**src/rtl/controller_reader_pkg.sv**
```systemverilog
// Shared types and constants for the controller polling path.
package mapache64;

    localparam int unsigned ControllerHalfPeriod = 76;

    typedef logic [7:0] data_t;

    typedef enum logic [2:0] {
        IDLE,
        LATCH,
        CLK_LOW,
        CLK_HIGH,
        DONE
    } ctrl_state_t;

endpackage

```
**src/rtl/controller_reader_synchronizer.sv**
```systemverilog
// Two-flop synchronizer for asynchronous controller serial data.
module synchronizer (
    input  logic i_clk,
    input  logic i_rst_n,
    input  logic i_d,
    output logic o_q
);

    logic r_meta;
    logic r_sync;

    always_ff @(posedge i_clk or negedge i_rst_n) begin
        if (!i_rst_n) begin
            r_meta <= '0;
            r_sync <= '0;
        end else begin
            r_meta <= i_d;
            r_sync <= r_meta;
        end
    end

    assign o_q = r_sync;

endmodule

```
**src/rtl/controller_reader.sv**
```systemverilog
// Polls two serial game controllers: latch, eight clocked reads, then an
// atomic update of both button registers.
module controller_reader
    import mapache64::*;
#(
    parameter int unsigned HALF_PERIOD = ControllerHalfPeriod
) (
    input  logic  clk_12_5875,
    input  logic  rst_B,
    input  logic  poll_start,
    output logic  controller_latch,
    output logic  controller_clk,
    input  logic  controller_1_data_in_B,
    input  logic  controller_2_data_in_B,
    output data_t controller_1_buttons,
    output data_t controller_2_buttons,
    output logic  busy,
    output logic  buttons_valid
);

    localparam int unsigned CW = $clog2(2 * HALF_PERIOD);
    localparam logic [CW-1:0] LATCH_LAST = CW'(2 * HALF_PERIOD - 1);
    localparam logic [CW-1:0] HALF_LAST  = CW'(HALF_PERIOD - 1);

    ctrl_state_t   r_state;
    ctrl_state_t   w_state_next;
    logic [CW-1:0] r_phase;
    logic [2:0]    r_bit;
    data_t         r_shift1;
    data_t         r_shift2;
    data_t         r_buttons1;
    data_t         r_buttons2;
    logic          r_latch;
    logic          r_clk;
    logic          r_busy;
    logic          r_valid;
    logic          w_data1;
    logic          w_data2;
    logic          w_sample;
    data_t         w_shift1_next;
    data_t         w_shift2_next;

    synchronizer u_sync1 (
        .i_clk   (clk_12_5875),
        .i_rst_n (rst_B),
        .i_d     (controller_1_data_in_B),
        .o_q     (w_data1)
    );

    synchronizer u_sync2 (
        .i_clk   (clk_12_5875),
        .i_rst_n (rst_B),
        .i_d     (controller_2_data_in_B),
        .o_q     (w_data2)
    );

    always_comb begin
        w_state_next = r_state;
        w_sample     = 1'b0;
        case (r_state)
            IDLE: begin
                if (poll_start) w_state_next = LATCH;
            end
            LATCH: begin
                if (r_phase == LATCH_LAST) w_state_next = CLK_LOW;
            end
            CLK_LOW: begin
                if (r_phase == HALF_LAST) begin
                    w_sample     = 1'b1;
                    w_state_next = (r_bit == 3'd7) ? DONE : CLK_HIGH;
                end
            end
            CLK_HIGH: begin
                if (r_phase == HALF_LAST) w_state_next = CLK_LOW;
            end
            DONE: begin
                w_state_next = IDLE;
            end
            default: begin
                w_state_next = IDLE;
            end
        endcase
    end

    // Data is active-low on the wire; store it active-high.
    assign w_shift1_next = {r_shift1[6:0], ~w_data1};
    assign w_shift2_next = {r_shift2[6:0], ~w_data2};

    always_ff @(posedge clk_12_5875 or negedge rst_B) begin
        if (!rst_B) begin
            r_state <= IDLE;
            r_phase <= '0;
            r_bit   <= '0;
        end else begin
            r_state <= w_state_next;
            if (r_state == IDLE || w_state_next != r_state) r_phase <= '0;
            else                                           r_phase <= r_phase + CW'(1);
            if (r_state == IDLE)              r_bit <= '0;
            else if (w_sample && r_bit != 3'd7) r_bit <= r_bit + 3'd1;
        end
    end

    // Outputs are registered off the next state so they align with r_state
    // while still coming straight from flops.
    always_ff @(posedge clk_12_5875 or negedge rst_B) begin
        if (!rst_B) begin
            r_shift1   <= '0;
            r_shift2   <= '0;
            r_buttons1 <= '0;
            r_buttons2 <= '0;
            r_latch    <= 1'b0;
            r_clk      <= 1'b0;
            r_busy     <= 1'b0;
            r_valid    <= 1'b0;
        end else begin
            if (w_sample) begin
                r_shift1 <= w_shift1_next;
                r_shift2 <= w_shift2_next;
            end
            if (w_state_next == DONE) begin
                r_buttons1 <= w_shift1_next;
                r_buttons2 <= w_shift2_next;
            end
            r_latch <= (w_state_next == LATCH);
            r_clk   <= (w_state_next == CLK_HIGH);
            r_busy  <= (w_state_next != IDLE);
            r_valid <= (w_state_next == DONE);
        end
    end

    assign controller_latch     = r_latch;
    assign controller_clk       = r_clk;
    assign busy                 = r_busy;
    assign buttons_valid        = r_valid;
    assign controller_1_buttons = r_buttons1;
    assign controller_2_buttons = r_buttons2;

endmodule

```
**config.mk**
```make
export PLATFORM = sky130hd
export DESIGN_NAME = controller_reader
export DESIGN_NICKNAME = d
export VERILOG_FILES = /design/src/rtl/controller_reader_pkg.sv /design/src/rtl/controller_reader_synchronizer.sv /design/src/rtl/controller_reader.sv
export SDC_FILE = /design/constraint.sdc
export NUM_CORES = 1
export LEC_CHECK = 0
export ABC_CLOCK_PERIOD_IN_PS = 3700
export CAP_MARGIN = 40
export CORE_UTILIZATION = 50
export DETAILED_ROUTE_END_ITERATION = 8
export GPL_TIMING_DRIVEN = 0
export PLACE_DENSITY = 0.75
export SYNTH_ARGS = -nofsm -noshare
export SYNTH_HDL_FRONTEND = slang
export SYNTH_SLANG_ARGS = --single-unit
```
**constraint.sdc**
```tcl
create_clock -name clk_12_5875 -period 3.7 [get_ports clk_12_5875]
set_input_delay 0.555 -clock clk_12_5875 [delete_from_list [all_inputs] [get_ports clk_12_5875]]
set_output_delay 0.555 -clock clk_12_5875 [all_outputs]
set_load 0.005 [all_outputs]
```
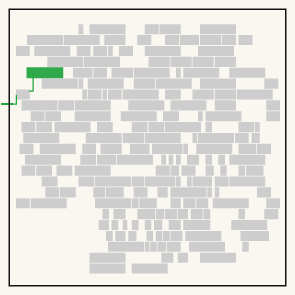
Run 1: port wiring
(4 px per um)
[green] `controller_2_data_in_B` | bits: 1 | direction: input | end cells: 1 | buffers: 1 | wire: 8.40 um
I/O pin count: 25
PortBufs: 24

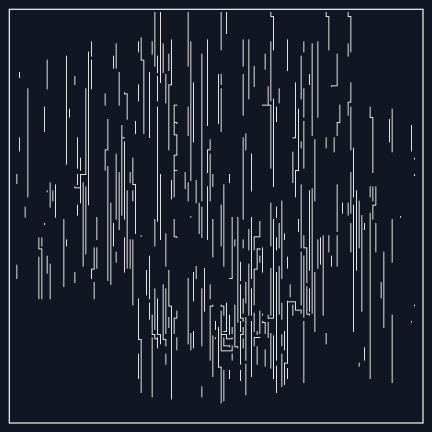
Run 1: M2 wires
(6 px per um)
longest straight run: 27.5 um
wire length on this layer: 1810 um
main direction: vertical
nets with wire on the layer: 178
share of all routed wire: 48%
via count: 1329
Post-Route WL: 3791 um

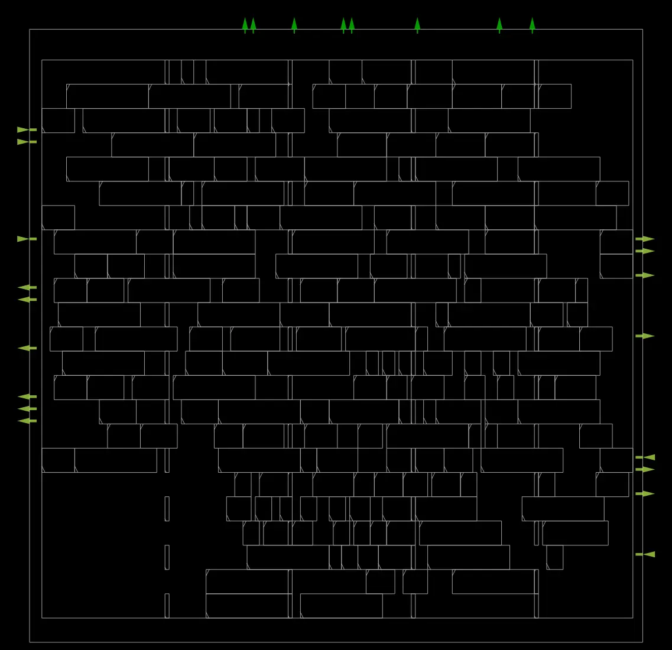
Run 1: placement view
final core utilization: 63.53%
fraction of area in registers: 49.43%

==> results_dict.tcl, run 1 <==
# flow metrics
set metrics [dict create \
    htreeDepth 2 \
    ys_async_sr_fraction_pct 100.0 \
    n_all_buffers 29 \
    cts.repair.resized 0 \
    syn2layout_area_growth_pct 18.27 \
    lay_top_count "dfrtp_1" \
    power_density_mw_per_mm2 444.5 \
    synthMuxAreaShare_pct 18.72 \
    syn_avg_cell_area_um2 14.27 \
    top_cells_by_area "dfrtp_1 58%, mux2_4 9.4%, mux2_2 6.6%" \
    flops 52 \
    die_width_um 68.72 \
    initCoreUtil_pct 53.71 \
    max_cap_viol_count 0 \
    critPathBufInv 1 \
    die_h_um 68.72 \
    ys_ff 52 \
    fp_nets 164 \
    largest_class "sequential cells" \
    peakVddDrop_mv 0.2501 \
    startpoint "r_phase[0]" \
    core_area_mm2 0.004144 \
    cts_buffers 5 \
    cp_top_family "simple AND/OR/NAND/NOR gates" \
    flop_cell "dfrtp_1" \
    post-route-period-util_pct 55.86 \
    status "finished clean" \
    dr.pass1.iters 4 \
    cp_cell_sequence "ha_1 > nor3b_4 > and4_2 > buf_2 > mux2_2" \
    gp_congestion 0.7970 \
    antenna_found_initial 0 \
    inv_count 8 \
    grt-ovfl-total 0 \
    antenna_cells 0 \
    internal_power_mw 0.8338 \
    via_per_inst 5.561 \
    post-place-ws_ns 1.645 \
    die_area_mm2 0.004722 \
    synth.cellmix.simpleShare_pct 10.12 \
    yosys-top-cells-count "52 x dfrtp_1, 14 x mux2_4, 13 x mux2_2" \
    finalHoldViolCount 0 \
    combPwrFrac_pct 15.4 \
    topCombFamilyByArea "multiplexers" \
    first_iter_violations 64 \
]
==> run 2, diff against run 1 <==
- ABC_CLOCK_PERIOD_IN_PS: 3700 -> 2170
- clock period: 3.7 -> 2.17 ns (I/O delays scaled with it)
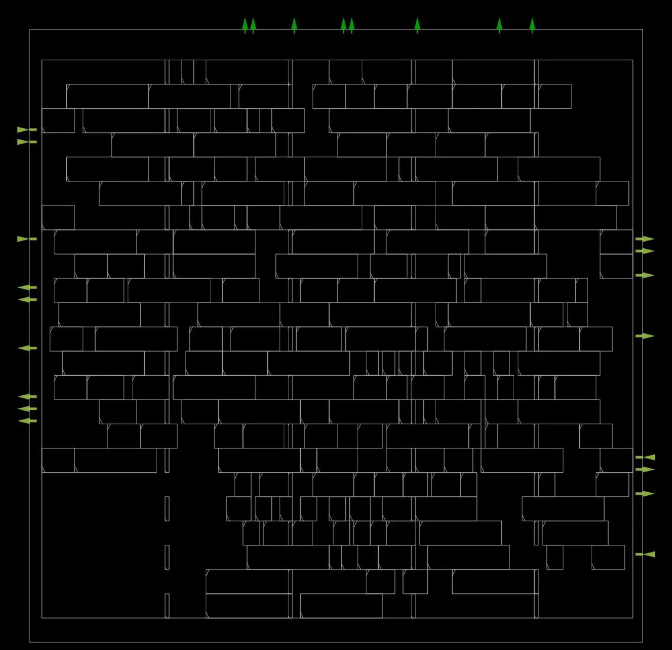
Run 2: placement view
registers: 52
Tap Count: 50
CORE AREA: 0.004144 mm2

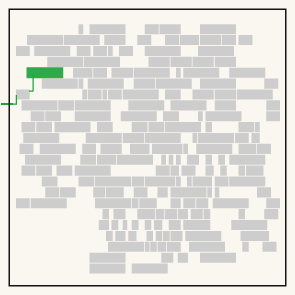
Run 2: port wiring
(4 px per um)
[green] `controller_2_data_in_B` | bits: 1 | direction: input | end cells: 1 | buffers: 1 | wire: 8.40 um

==> results_dict.tcl, run 2 <==
# flow metrics
set metrics [dict create \
    status "finished clean" \
    lay_top_count "dfrtp_1" \
    wl_met2_um 1811 \
    flop_cell "dfrtp_1" \
    end_kind "register" \
    cp_top_family "simple AND/OR/NAND/NOR gates" \
    dr_total_vias 1336 \
    post-route-util_pct 63.77 \
    yosys-top-cells-count "52 x dfrtp_1, 14 x mux2_4, 13 x mux2_2" \
    antenna_found_initial 0 \
    ys_async_sr_fraction_pct 100.0 \
    peakVddDrop_mv 0.4264 \
    die_area_mm2 0.004722 \
    cp_cell_sequence "ha_1 > nor3b_4 > and4_2 > buf_2 > mux2_2" \
    die_width_um 68.72 \
    gp_congestion 0.7970 \
    synth_cell_types 39 \
    inv_count 8 \
    combPwrFrac_pct 15.5 \
    topCombFamilyByArea "multiplexers" \
    largest_class "sequential cells" \
    via_per_inst 5.567 \
    seq-cell-share_pct 49.24 \
    initCoreUtil_pct 53.71 \
    antenna_cells 0 \
    internal_power_mw 1.423 \
    whs_path_depth 0 \
    top_cells_by_area "dfrtp_1 58%, mux2_4 9.4%, mux2_2 6.6%" \
    synth.cellmix.simpleShare_pct 10.12 \
    max_cap_viol_count 0 \
    wl_um 3803 \
    post-place-ws_ns 0.1151 \
    critPathBufInv 1 \
    wl_met1_um 1791 \
    ioPinCount 25 \
    cts.repair.resized 0 \
    ys_ff 52 \
    startpoint "r_phase[0]" \
    portBuffers 24 \
    syn2layout_area_growth_pct 18.72 \
    die_h_um 68.72 \
    dr.pass1.iters 4 \
    htreeDepth 2 \
    power_density_mw_per_mm2 756.3 \
    post-route-period-util_pct 96.21 \
    synthMuxAreaShare_pct 18.72 \
    first_iter_violations 71 \
    finalHoldViolCount 0 \
]
==> run 3, diff against run 2 <==
- CAP_MARGIN: 40 -> 15
- DONT_BUFFER_PORTS: default -> 1
- PLACE_DENSITY: 0.75 -> 0.68
==> results_dict.tcl, run 3 <==
# flow metrics
set metrics [dict create \
    status "finished clean" \
    flop_cell "dfrtp_1" \
    peakVddDrop_mv 0.4309 \
    gp_congestion 0.7845 \
    antenna_cells 0 \
    cts.repair.resized 0 \
    wl_um 3425 \
    cp_cell_sequence "ha_1 > nor3b_4 > and4_2 > buf_2 > mux2_2" \
    topCombFamilyByArea "multiplexers" \
    largest_class "sequential cells" \
    die_h_um 68.72 \
    dr_total_vias 1252 \
    ioPinCount 25 \
    lay_top_count "dfrtp_1" \
    cp_top_family "simple AND/OR/NAND/NOR gates" \
    die_area_mm2 0.004722 \
    initCoreUtil_pct 53.71 \
    critPathBufInv 1 \
    power_density_mw_per_mm2 821.5 \
    end_kind "register" \
    combPwrFrac_pct 14.8 \
    inv_count 8 \
    wl_met1_um 1641 \
    die_width_um 68.72 \
    finalHoldViolCount 0 \
    via_per_inst 5.796 \
]
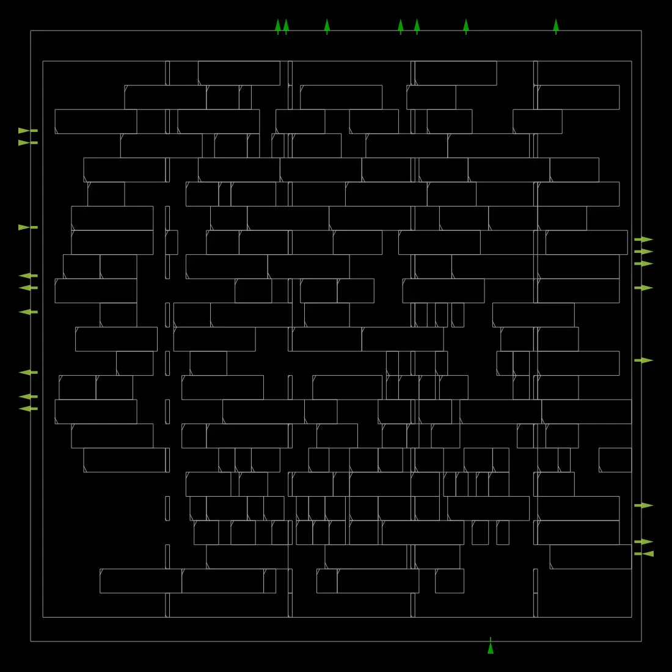
Run 3: placement view
final core utilization: 58.27%
fraction of area in registers: 53.89%
Layout Cells excl Fill: 216
Site Rows: 23
Fill cells: 370

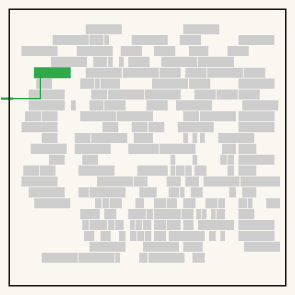
Run 3: port wiring
(4 px per um)
[green] `controller_2_data_in_B` | bits: 1 | direction: input | end cells: 1 | buffers: 0 | wire: 13.1 um
PortBufs: 0


==> gallery <==
Pin map.
(6 px per um) Pins as bars across the die edge, other pins in gray.
panel A
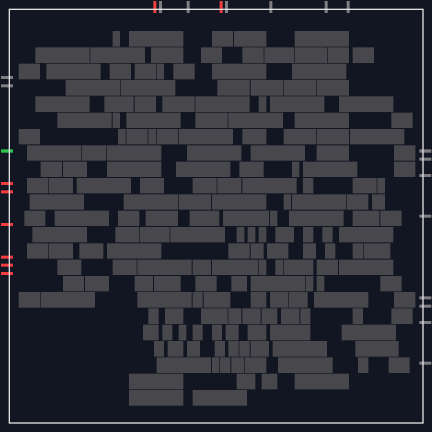
panel B
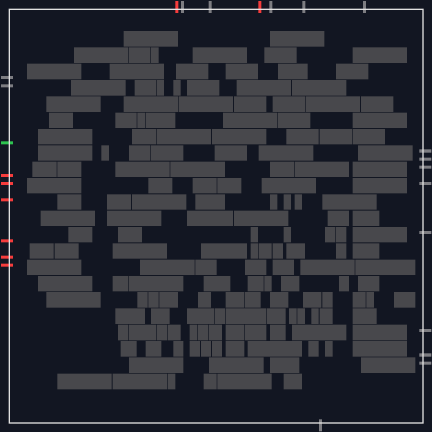
Run 3 is panel B.
Run 2 is panel A.

Key to panel A:
[red] `controller_2_buttons` | pins: 8 | direction: output | edge: 6 left, 2 top
[green] `controller_2_data_in_B` | pins: 1 | direction: input | edge: left
all pins by edge: 9 left, 8 right, 8 top

